$ cat src/rtl/regfile_pkg.sv
// Shared constants for the multi-port register file: sweep/run state encoding,
// write-port count and the depth helper.
package regfile_pkg;

  localparam int NUM_WR = 2;

  localparam logic [0:0] ST_CLEAR = 1'b0;
  localparam logic [0:0] ST_RUN   = 1'b1;

  function automatic int depth_of(input int aw);
    return 1 << aw;
  endfunction

endpackage

$ cat src/rtl/regfile_scoreboard.sv
// Per-register pending bits for in-flight producers. Reservation beats a
// same-cycle write; REGFILE_BYPASS_EN enables same-cycle forwarding of pending.
module regfile_scoreboard
  import regfile_pkg::*;
#(
  parameter int ADDR_W = 5,
  parameter int NUM_RD = 2
) (
  input  logic                           clk,
  input  logic                           reset_n,
  input  logic                           run,
  input  logic                           rsv_en,
  input  logic [ADDR_W-1:0]              rsv_addr,
  input  logic [NUM_WR-1:0]              wr_en,
  input  logic [NUM_WR-1:0][ADDR_W-1:0]  wr_addr,
  input  logic [NUM_RD-1:0][ADDR_W-1:0]  rd_addr,
  output logic [NUM_RD-1:0]              rd_pend
);

  localparam int DEPTH = depth_of(ADDR_W);

  logic [DEPTH-1:0] pend_q;
  logic             rsv_ok;

  assign rsv_ok = run && rsv_en && (rsv_addr != '0);

  // Set is applied after the clears so a new producer's reservation sticks.
  always_ff @(posedge clk or negedge reset_n) begin
    if (!reset_n) begin
      pend_q <= '0;
    end else if (run) begin
      for (int p = 0; p < NUM_WR; p++)
        if (wr_en[p]) pend_q[wr_addr[p]] <= 1'b0;
      if (rsv_ok) pend_q[rsv_addr] <= 1'b1;
    end
  end

  always_comb begin
    rd_pend = '0;
    for (int k = 0; k < NUM_RD; k++) begin
      if (run && (rd_addr[k] != '0)) begin
        rd_pend[k] = pend_q[rd_addr[k]];
`ifdef REGFILE_BYPASS_EN
        for (int p = 0; p < NUM_WR; p++)
          if (wr_en[p] && (wr_addr[p] == rd_addr[k]))
            rd_pend[k] = rsv_ok && (rsv_addr == rd_addr[k]);
`endif
      end
    end
  end

endmodule

$ cat src/rtl/regfile_mp.sv
// Multi-port register file: NUM_RD combinational reads, two prioritised writes,
// pending scoreboard and post-reset clear sweep. Option macro: REGFILE_BYPASS_EN.
module regfile_mp
  import regfile_pkg::*;
#(
  parameter int DATA_W = 32,
  parameter int ADDR_W = 5,
  parameter int NUM_RD = 2
) (
  input  logic                       clk,
  input  logic                       reset_n,
  output logic                       init_done,
  input  logic [NUM_RD*ADDR_W-1:0]   rd_addr,
  output logic [NUM_RD*DATA_W-1:0]   rd_data,
  output logic [NUM_RD-1:0]          rd_pend,
  input  logic                       rsv_en,
  input  logic [ADDR_W-1:0]          rsv_addr,
  input  logic [NUM_WR-1:0]          wr_en,
  input  logic [NUM_WR*ADDR_W-1:0]   wr_addr,
  input  logic [NUM_WR*DATA_W-1:0]   wr_data
);

  localparam int DEPTH = depth_of(ADDR_W);

  logic [NUM_RD-1:0][ADDR_W-1:0] ra;
  logic [NUM_RD-1:0][DATA_W-1:0] rd;
  logic [NUM_WR-1:0][ADDR_W-1:0] wa;
  logic [NUM_WR-1:0][DATA_W-1:0] wd;

  assign ra      = rd_addr;
  assign wa      = wr_addr;
  assign wd      = wr_data;
  assign rd_data = rd;

  logic [0:0]        state;
  logic [ADDR_W-1:0] idx;
  logic [DATA_W-1:0] mem [DEPTH];

  // init_done trails the RUN transition by one edge so it rises on edge DEPTH.
  always_ff @(posedge clk or negedge reset_n) begin
    if (!reset_n) begin
      state     <= ST_CLEAR;
      idx       <= ADDR_W'(1);
      init_done <= 1'b0;
    end else begin
      init_done <= (state == ST_RUN);
      if (state == ST_CLEAR) begin
        if (idx == '1) state <= ST_RUN;
        else           idx   <= idx + ADDR_W'(1);
      end
    end
  end

  // Array has no reset; the sweep zeroes it. Port 1 is written last and wins.
  always_ff @(posedge clk) begin
    if (state == ST_CLEAR) begin
      mem[idx] <= '0;
    end else if (init_done) begin
      for (int p = 0; p < NUM_WR; p++)
        if (wr_en[p] && (wa[p] != '0)) mem[wa[p]] <= wd[p];
    end
  end

  always_comb begin
    rd = '0;
    for (int k = 0; k < NUM_RD; k++) begin
      if (init_done && (ra[k] != '0)) begin
        rd[k] = mem[ra[k]];
`ifdef REGFILE_BYPASS_EN
        for (int p = 0; p < NUM_WR; p++)
          if (wr_en[p] && (wa[p] == ra[k])) rd[k] = wd[p];
`endif
      end
    end
  end

  regfile_scoreboard #(
    .ADDR_W (ADDR_W),
    .NUM_RD (NUM_RD)
  ) u_sb (
    .clk      (clk),
    .reset_n  (reset_n),
    .run      (init_done),
    .rsv_en   (rsv_en),
    .rsv_addr (rsv_addr),
    .wr_en    (wr_en),
    .wr_addr  (wa),
    .rd_addr  (ra),
    .rd_pend  (rd_pend)
  );

endmodule

$ cat config.mk
export PLATFORM = sky130hd
export DESIGN_NAME = regfile_mp
export DESIGN_NICKNAME = d
export VERILOG_FILES = /design/src/rtl/regfile_pkg.sv /design/src/rtl/regfile_scoreboard.sv /design/src/rtl/regfile_mp.sv
export SDC_FILE = /design/constraint.sdc
export NUM_CORES = 2
export LEC_CHECK = 0
export CAP_MARGIN = 10
export CORE_MARGIN = 2
export CORE_UTILIZATION = 40
export DETAILED_ROUTE_END_ITERATION = 10
export RECOVER_POWER = 100
export SLEW_MARGIN = 20
export SYNTH_ARGS = -nofsm -noshare
export SYNTH_HDL_FRONTEND = slang
export SYNTH_SLANG_ARGS = --single-unit
export TNS_END_PERCENT = 20
$ cat constraint.sdc
create_clock -name clk -period 9.4 [get_ports clk]
set_clock_uncertainty 0.05 [all_clocks]
set_input_delay 1.88 -clock clk [delete_from_list [all_inputs] [get_ports clk]]
set_output_delay 1.88 -clock clk [all_outputs]
set_load 0.005 [all_outputs]
==> datasheet_impl.txt <==
Characteristics after synthesis and place and route

Parameter                              Value

Routing
  Average wire per cell in the routed design    ~34 µm
  Initial DRT Pass Iterations    8
  Via density per instance    ~6.6
  DRT antenna net count    0

Run status
  Run status    complete, but fails checks
  Violated checks    capacitance limit, slew limit

Floorplanning
  Tap cell count    a little over 2000
  Count of boundary I/O pins    between 150 and 200
  Standard-cell rows    between 100 and 150
  Horiz. Die Dim    396 µm

Final timing
  Total count of max-transition violations in the final report    1870
  Max-slew headroom    -225%
  Unrepaired setup endpoints after global routing    false
  Final hold violation count    0
  Peak clock frequency supported by timing    0.117 GHz
  Hold Worst Slack    0.508 ns

Final layout
  Non-clock inverter count in the final layout    41
  Data-path buffer share of cell area in the final layout    3.60%
  Most frequent logic cells in the routed design    1114 x nand2_1, 1024 x edfxtp_1, 1018 x o21ai_0, 536 x mux2i_1, 260 x mux4_2
  Multi-input gate area in the final layout    26700 µm²
  Multi-input comb cells    between 3000 and 4000
  Flip-flop and latch share of the layout cell area    between 40% and 50%
  Largest registers    mem (1024), u_sb.pend_q (32), idx (5)
  Share of post-route cells with drive strength above 1    between 10% and 20%
  Cell Count, Final, Fillers Out    about 7500

Global route
  Via count of the first global-routing pass    ~47000
  Overall overflow remaining after global route    0
  First-pass GRT wire length    356000 µm
  Global Route met1 Usage    between 40% and 50%

Yosys
  Commonest cells in the netlist    1114 x nand2_1, 1024 x edfxtp_1, 991 x o21ai_0
  AND-OR/OR-AND Cells, Area Fraction    14.1%
  Cell type contributing the most total cell area after synthesis    edfxtp_1
  Cell with the most instances after synthesis    nand2_1
  Syn avg cell area    approximately 11 µm²
  Yosys top cell area share    50.1%
  Number of distinct library cell variants in the gate-level netlist after synthesis    69
  Cell types occupying the most area after synthesis    edfxtp_1 50%, mux4_2 9.5%, mux2i_1 8.7%
  Main flop type after synthesis    edfxtp_1

Worst setup path
  Library cell contributing the largest single delay on the critical path    clkbuf_1
  Longest individual stage delay on the worst path    3.18 ns
  Sort of element at the start of the critical path    input pin
  CP Data Arrival Time    8.84 ns
  Launch point of the worst reg-to-reg path    init_done

Place
  Quantity of I/O buffers inserted on ports    around 160
  Pre-CTS setup slack    approximately 2.0 ns

Pwr
  VDD IR-drop max    between 0.00015 and 0.0002 V
  Areal power density over the cells    between 150 and 200 nW/µm²
  Pleak    between 20 and 25 nW

Min path
  Cell depth of the worst hold path    1

Flow run
  Max-cap viol count    between 50 and 60

Clock tree
  Clock tree from TritonCTS    yes
  Hold-fix buffers at CTS    0
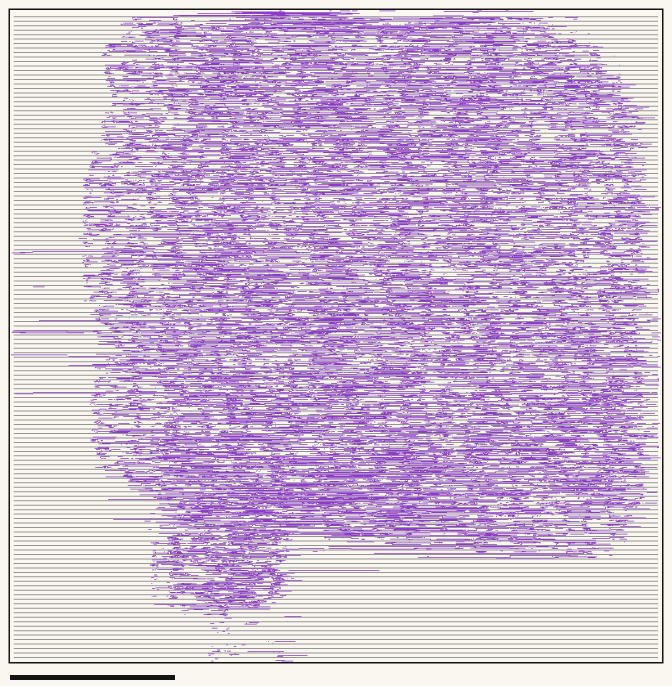
(images/met1.png)
Bar = 100 µm. Supply wires on this layer in grey.
wire length on this layer	91.4 mm
main direction	horizontal
nets with wire on the layer	5214

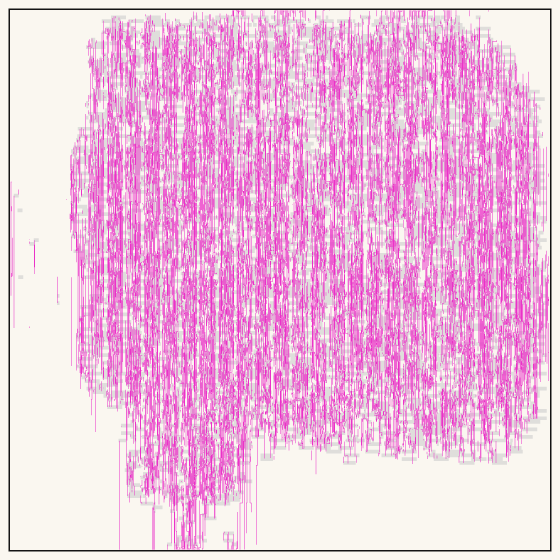
(images/met2.png)
wire length on this layer	112 mm
share of all routed wire	44%
nets with wire on the layer	4091
longest straight run	117 µm
grt met2 use: 48.1%
via count: 49400
wire length reported by the detailed router: 257000 µm

Power figures rest on the tool's default switching activity, not on a simulated workload.
